==> images/congestion.png <==
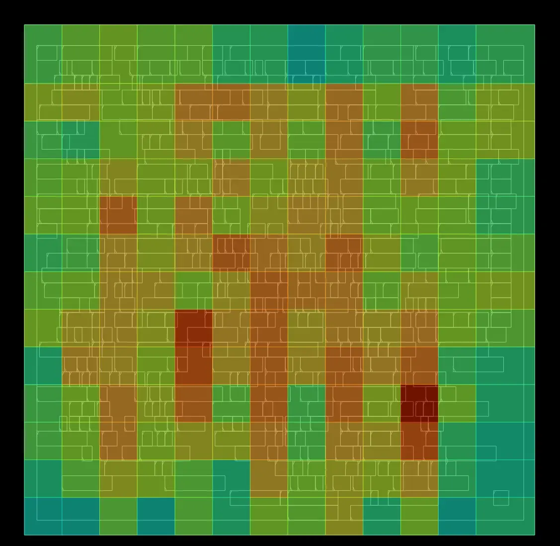
==> images/detail.png <==
Window x 58 to 83, y 11 to 36 um. Cells in gray, sequential cells in the stronger gray; small squares are vias.
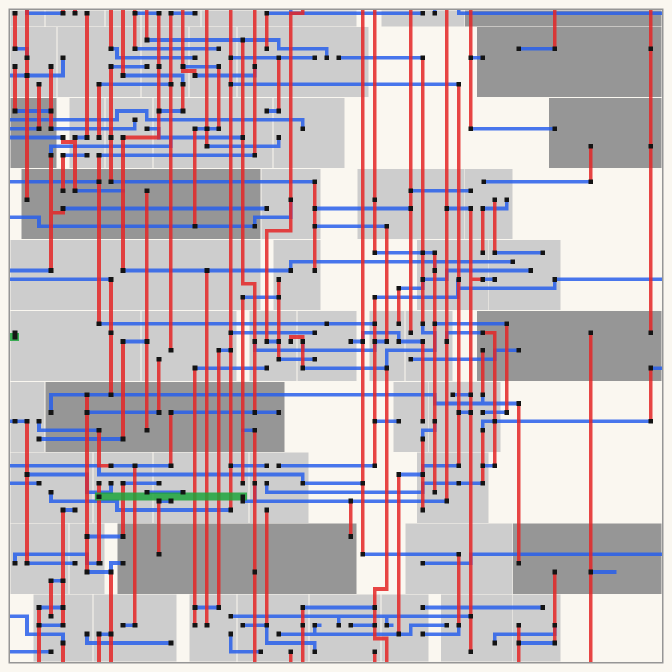
==> images/flops_by_reg.png <==
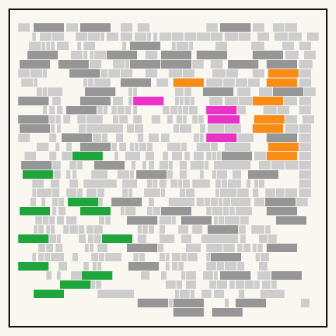
==> images/wires.png <==
Two of the layers only.
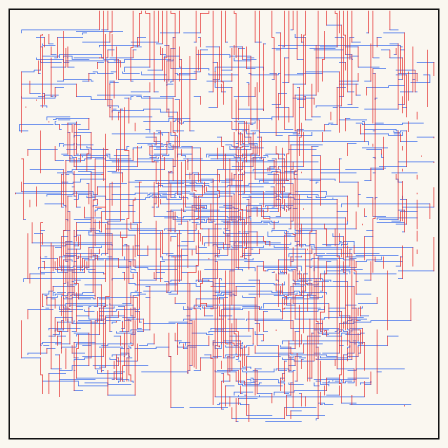
`src/rtl/symbols_counter_pkg.sv`:
```
// Shared types and defaults for the symbols counter host side.
// Used by the job driver and the start/ready transaction engine.
package symbols_counter_pkg;

    localparam int S_WIDTH_DEF   = 8;
    localparam int MAX_ALPHA_DEF = 255;
    localparam int START_GAP_DEF = 2;
    localparam int TIMEOUT_DEF   = 1024;

    localparam logic MODE_ALPHA = 1'b0;
    localparam logic MODE_TEXT  = 1'b1;

    typedef enum logic [3:0] {
        ST_IDLE,
        ST_CLR,
        ST_FETCH,
        ST_XFER,
        ST_GAP,
        ST_READ,
        ST_EMIT,
        ST_REWIND,
        ST_DONE
    } state_t;

    // What the transaction in flight was issued for
    typedef enum logic [1:0] {
        K_SYM,
        K_READ,
        K_REWIND
    } kind_t;

    typedef enum logic [1:0] {
        XP_IDLE,
        XP_WAIT,
        XP_GAP
    } xphase_t;

endpackage

```
`src/rtl/ctr_xact.sv`:
```
// Start/ready four-phase engine: holds start until ready rises,
// then keeps start low for a gap; gives up after a timeout.
module ctr_xact
    import symbols_counter_pkg::*;
#(
    parameter int START_GAP      = START_GAP_DEF,
    parameter int TIMEOUT_CYCLES = TIMEOUT_DEF
) (
    input  logic clock,
    input  logic reset_n,
    input  logic launch,
    input  logic ctr_ready_in,
    output logic ctr_start,
    output logic ack,
    output logic gap_done,
    output logic timeout
);

    localparam int TW = $clog2(TIMEOUT_CYCLES) + 1;
    localparam int GW = $clog2(START_GAP) + 1;
    localparam logic [TW-1:0] T_LAST = TW'(TIMEOUT_CYCLES - 1);
    localparam logic [GW-1:0] G_LAST = GW'(START_GAP - 1);

    xphase_t       phase;
    logic          ready_q;
    logic [TW-1:0] timer;
    logic [GW-1:0] gap_cnt;

    // Only a fresh 0->1 ready edge completes; a stale high is ignored
    assign ack      = (phase == XP_WAIT) && ctr_ready_in && !ready_q;
    assign timeout  = (phase == XP_WAIT) && !ack && (timer == T_LAST);
    assign gap_done = (phase == XP_GAP) && (gap_cnt == G_LAST);

    always_ff @(posedge clock or negedge reset_n) begin
        if (!reset_n) begin
            phase     <= XP_IDLE;
            ready_q   <= 1'b0;
            timer     <= '0;
            gap_cnt   <= '0;
            ctr_start <= 1'b0;
        end else begin
            ready_q <= ctr_ready_in;
            unique case (phase)
                XP_IDLE: begin
                    if (launch) begin
                        ctr_start <= 1'b1;
                        timer     <= '0;
                        phase     <= XP_WAIT;
                    end
                end
                XP_WAIT: begin
                    unique case (1'b1)
                        ack: begin
                            ctr_start <= 1'b0;
                            gap_cnt   <= '0;
                            phase     <= XP_GAP;
                        end
                        timeout: begin
                            ctr_start <= 1'b0;
                            phase     <= XP_IDLE;
                        end
                        default: timer <= timer + TW'(1);
                    endcase
                end
                XP_GAP: begin
                    if (gap_done) begin
                        phase <= XP_IDLE;
                    end else begin
                        gap_cnt <= gap_cnt + GW'(1);
                    end
                end
                default: phase <= XP_IDLE;
            endcase
        end
    end

endmodule

```
`src/rtl/symbols_counter_driver.sv`:
```
// Job-level initiator for the symbols counter: loads alphabet and text,
// then reads back one occurrence count per alphabet entry as a stream.
module symbols_counter_driver
    import symbols_counter_pkg::*;
#(
    parameter int S_WIDTH        = S_WIDTH_DEF,
    parameter int MAX_ALPHA      = MAX_ALPHA_DEF,
    parameter int START_GAP      = START_GAP_DEF,
    parameter int TIMEOUT_CYCLES = TIMEOUT_DEF
) (
    input  logic               clock,
    input  logic               reset_n,
    input  logic               in_valid,
    output logic               in_ready,
    input  logic [S_WIDTH-1:0] in_data,
    input  logic               in_is_text,
    input  logic               in_last,
    output logic               res_valid,
    input  logic               res_ready,
    output logic [S_WIDTH-1:0] res_symbol,
    output logic [7:0]         res_count,
    output logic               res_last,
    output logic               ctr_reset,
    output logic               ctr_start,
    output logic               ctr_mode,
    output logic               ctr_end_flag,
    output logic [S_WIDTH-1:0] ctr_symbol,
    input  logic               ctr_ready_in,
    input  logic [7:0]         ctr_count_in,
    input  logic [S_WIDTH-1:0] ctr_symbol_out,
    output logic               busy,
    output logic               done,
    output logic               err_order,
    output logic               err_overflow,
    output logic               err_timeout
);

    localparam logic [7:0] AMAX = 8'(MAX_ALPHA);

    state_t     state;
    kind_t      kind;
    logic [7:0] alpha_cnt;
    logic [7:0] rd_cnt;
    logic       text_seen;
    logic       last_q;

    logic launch;
    logic ack;
    logic gap_done;
    logic xact_to;
    logic take;
    logic drop_order;
    logic drop_over;
    logic drop;

    assign take       = (state == ST_FETCH) && in_valid && in_ready;
    assign drop_order = !in_is_text && text_seen;
    assign drop_over  = !in_is_text && !text_seen && (alpha_cnt == AMAX);
    assign drop       = drop_order || drop_over;

    assign launch = (take && !drop)
                 || ((state == ST_READ) && (rd_cnt != alpha_cnt))
                 || (state == ST_REWIND);

    assign busy = (state != ST_IDLE);

    ctr_xact #(
        .START_GAP      (START_GAP),
        .TIMEOUT_CYCLES (TIMEOUT_CYCLES)
    ) u_xact (
        .clock        (clock),
        .reset_n      (reset_n),
        .launch       (launch),
        .ctr_ready_in (ctr_ready_in),
        .ctr_start    (ctr_start),
        .ack          (ack),
        .gap_done     (gap_done),
        .timeout      (xact_to)
    );

    always_ff @(posedge clock or negedge reset_n) begin
        if (!reset_n) begin
            state        <= ST_IDLE;
            kind         <= K_SYM;
            in_ready     <= 1'b0;
            res_valid    <= 1'b0;
            res_symbol   <= '0;
            res_count    <= '0;
            res_last     <= 1'b0;
            ctr_reset    <= 1'b0;
            ctr_mode     <= MODE_ALPHA;
            ctr_end_flag <= 1'b0;
            ctr_symbol   <= '0;
            done         <= 1'b0;
            err_order    <= 1'b0;
            err_overflow <= 1'b0;
            err_timeout  <= 1'b0;
            alpha_cnt    <= '0;
            rd_cnt       <= '0;
            text_seen    <= 1'b0;
            last_q       <= 1'b0;
        end else begin
            ctr_reset <= 1'b0;
            done      <= 1'b0;
            unique case (state)
                ST_IDLE: begin
                    if (in_valid) begin
                        ctr_reset <= 1'b1;
                        state     <= ST_CLR;
                    end
                end
                ST_CLR: begin
                    alpha_cnt <= '0;
                    rd_cnt    <= '0;
                    text_seen <= 1'b0;
                    last_q    <= 1'b0;
                    in_ready  <= 1'b1;
                    state     <= ST_FETCH;
                end
                ST_FETCH: begin
                    if (take) begin
                        last_q       <= in_last;
                        err_order    <= err_order | drop_order;
                        err_overflow <= err_overflow | drop_over;
                        if (!drop) begin
                            in_ready     <= 1'b0;
                            ctr_symbol   <= in_data;
                            ctr_mode     <= in_is_text ? MODE_TEXT : MODE_ALPHA;
                            ctr_end_flag <= 1'b0;
                            kind         <= K_SYM;
                            state        <= ST_XFER;
                            if (in_is_text) begin
                                text_seen <= 1'b1;
                            end else begin
                                alpha_cnt <= alpha_cnt + 8'd1;
                            end
                        end else if (in_last) begin
                            in_ready <= 1'b0;
                            state    <= ST_READ;
                        end
                    end
                end
                ST_XFER: begin
                    unique case (1'b1)
                        ack: begin
                            if (kind == K_READ) begin
                                res_symbol <= ctr_symbol_out;
                                res_count  <= ctr_count_in;
                                res_last   <= (rd_cnt == alpha_cnt);
                            end
                            state <= ST_GAP;
                        end
                        xact_to: begin
                            err_timeout <= 1'b1;
                            ctr_reset   <= 1'b1;
                            done        <= 1'b1;
                            state       <= ST_DONE;
                        end
                        default: ;
                    endcase
                end
                ST_GAP: begin
                    if (gap_done) begin
                        unique case (kind)
                            K_READ: begin
                                res_valid <= 1'b1;
                                state     <= ST_EMIT;
                            end
                            K_REWIND: begin
                                done  <= 1'b1;
                                state <= ST_DONE;
                            end
                            default: begin
                                if (last_q) begin
                                    state <= ST_READ;
                                end else begin
                                    in_ready <= 1'b1;
                                    state    <= ST_FETCH;
                                end
                            end
                        endcase
                    end
                end
                ST_READ: begin
                    if (rd_cnt == alpha_cnt) begin
                        state <= ST_REWIND;
                    end else begin
                        ctr_end_flag <= 1'b1;
                        ctr_mode     <= MODE_TEXT;
                        ctr_symbol   <= '0;
                        rd_cnt       <= rd_cnt + 8'd1;
                        kind         <= K_READ;
                        state        <= ST_XFER;
                    end
                end
                ST_EMIT: begin
                    if (res_ready) begin
                        res_valid <= 1'b0;
                        res_last  <= 1'b0;
                        state     <= ST_READ;
                    end
                end
                // Readout wraps the counter's pointer back to entry 0
                ST_REWIND: begin
                    ctr_end_flag <= 1'b1;
                    ctr_mode     <= MODE_TEXT;
                    ctr_symbol   <= '0;
                    kind         <= K_REWIND;
                    state        <= ST_XFER;
                end
                ST_DONE: begin
                    ctr_end_flag <= 1'b0;
                    ctr_mode     <= MODE_ALPHA;
                    ctr_symbol   <= '0;
                    in_ready     <= 1'b0;
                    state        <= ST_IDLE;
                end
                default: state <= ST_IDLE;
            endcase
        end
    end

endmodule

```
`config.mk`:
```
export PLATFORM = sky130hd
export DESIGN_NAME = symbols_counter_driver
export DESIGN_NICKNAME = d
export VERILOG_FILES = /design/src/rtl/symbols_counter_pkg.sv /design/src/rtl/ctr_xact.sv /design/src/rtl/symbols_counter_driver.sv
export SDC_FILE = /design/constraint.sdc
export NUM_CORES = 1
export LEC_CHECK = 0
export CORE_MARGIN = 2
export CORE_UTILIZATION = 50
export DETAILED_ROUTE_END_ITERATION = 8
export GPL_TIMING_DRIVEN = 0
export PLACE_DENSITY_LB_ADDON = 0.15
export SYNTH_ARGS = -nofsm -noshare
export SYNTH_HDL_FRONTEND = slang
export SYNTH_SLANG_ARGS = --single-unit
```
`constraint.sdc`:
```
create_clock -name clock -period 2.4 [get_ports clock]
set_clock_uncertainty 0.05 [all_clocks]
set_input_delay 0.48 -clock clock [delete_from_list [all_inputs] [get_ports clock]]
set_output_delay 0.48 -clock clock [all_outputs]
set_load 0.02 [all_outputs]
```
==> flow_metrics.env <==
# yosys + openroad results
export IMPL_core_area_um2=7770
export IMPL_drv_cap=0
export IMPL_dieHeight_um=93.6
export IMPL_cts_hold_buf=0
export IMPL_grt_pass1_vias=3148
export IMPL_status="finished, final reports clean"
export IMPL_wl_met2_um=4350
export IMPL_gp_congestion=0.871
export IMPL_critical_path_slowest_cell="clkdlybuf4s50_1"
export IMPL_yosys_top_cells_count="dfrtp_1, nand2_1, o21ai_0, inv_1, nand3_1"
export IMPL_synthTopCellsByArea="dfrtp_1, mux2_2, nand2_1"
export IMPL_setup_violations=0
export IMPL_reg2reg_slack_ps=190
export IMPL_ff_count=75
export IMPL_leakagePower_uw=0.00221
export IMPL_setup_tns_ps=0
export IMPL_worstSetupStartpointType="input pin"
export IMPL_synth_flops=75
export IMPL_top_layer="met4"
export IMPL_largest_reg_flops=11
export IMPL_grt_pass1_wl_um=15000
export IMPL_r2r_cells=7
export IMPL_ys_area_um2=4010
export IMPL_p_sw_uw=2120
export IMPL_netlist_area_um2=4010
export IMPL_ys_warn_count=0
export IMPL_antennaDiodeCount=0
export IMPL_h_tree_depth=3
export IMPL_combPwrFrac=0.435
export IMPL_fill_cells=625
export IMPL_cp_slowest_stage_delay_ps=620
export IMPL_dp_hpwl_um=6550
export IMPL_ys_sh_mux=0.0833
export IMPL_power_density_nw_per_um2=1090
export IMPL_synthFlopType="dfrtp_1"
export IMPL_ir_drop_mv=0.552
export IMPL_p_sw_frac=0.379
export IMPL_signal_buffers=85
export IMPL_yosysUniqueCellTypes=64
About congestion.png:
Avg WL per Cell: 15.3 um
met2 Usage GRT: 0.357
gr busiest metal: met2

About detail.png:
Key: metal 2 = red; metal 1 = blue; metal 3 = green
Most frequent: dfrtp_1 (6), nand2_1 (5), o21ai_0 (4). Sequential cells in the window: 6. Netlist names of flops here include alpha_cnt (5), err_order (1). 47 logic cells have their middle in the window.

About flops_by_reg.png:
Key: u_xact.timer = green [flops 11]; res_count = orange [flops 8]; state = magenta [flops 4]
Another 52 sequential cells are not colored.
sequential group power: 1890 uW
register area: 1880 um^2
Final Util: 0.657

About wires.png:
Key: metal 2 = red [wire length 4,350 um]; metal 1 = blue [wire length 4,210 um]
total number of vias: 3,286
WL final: 8970 um
GRT Total Usage: 0.218

No activity file was given, so power comes from the tool's default toggle rates.
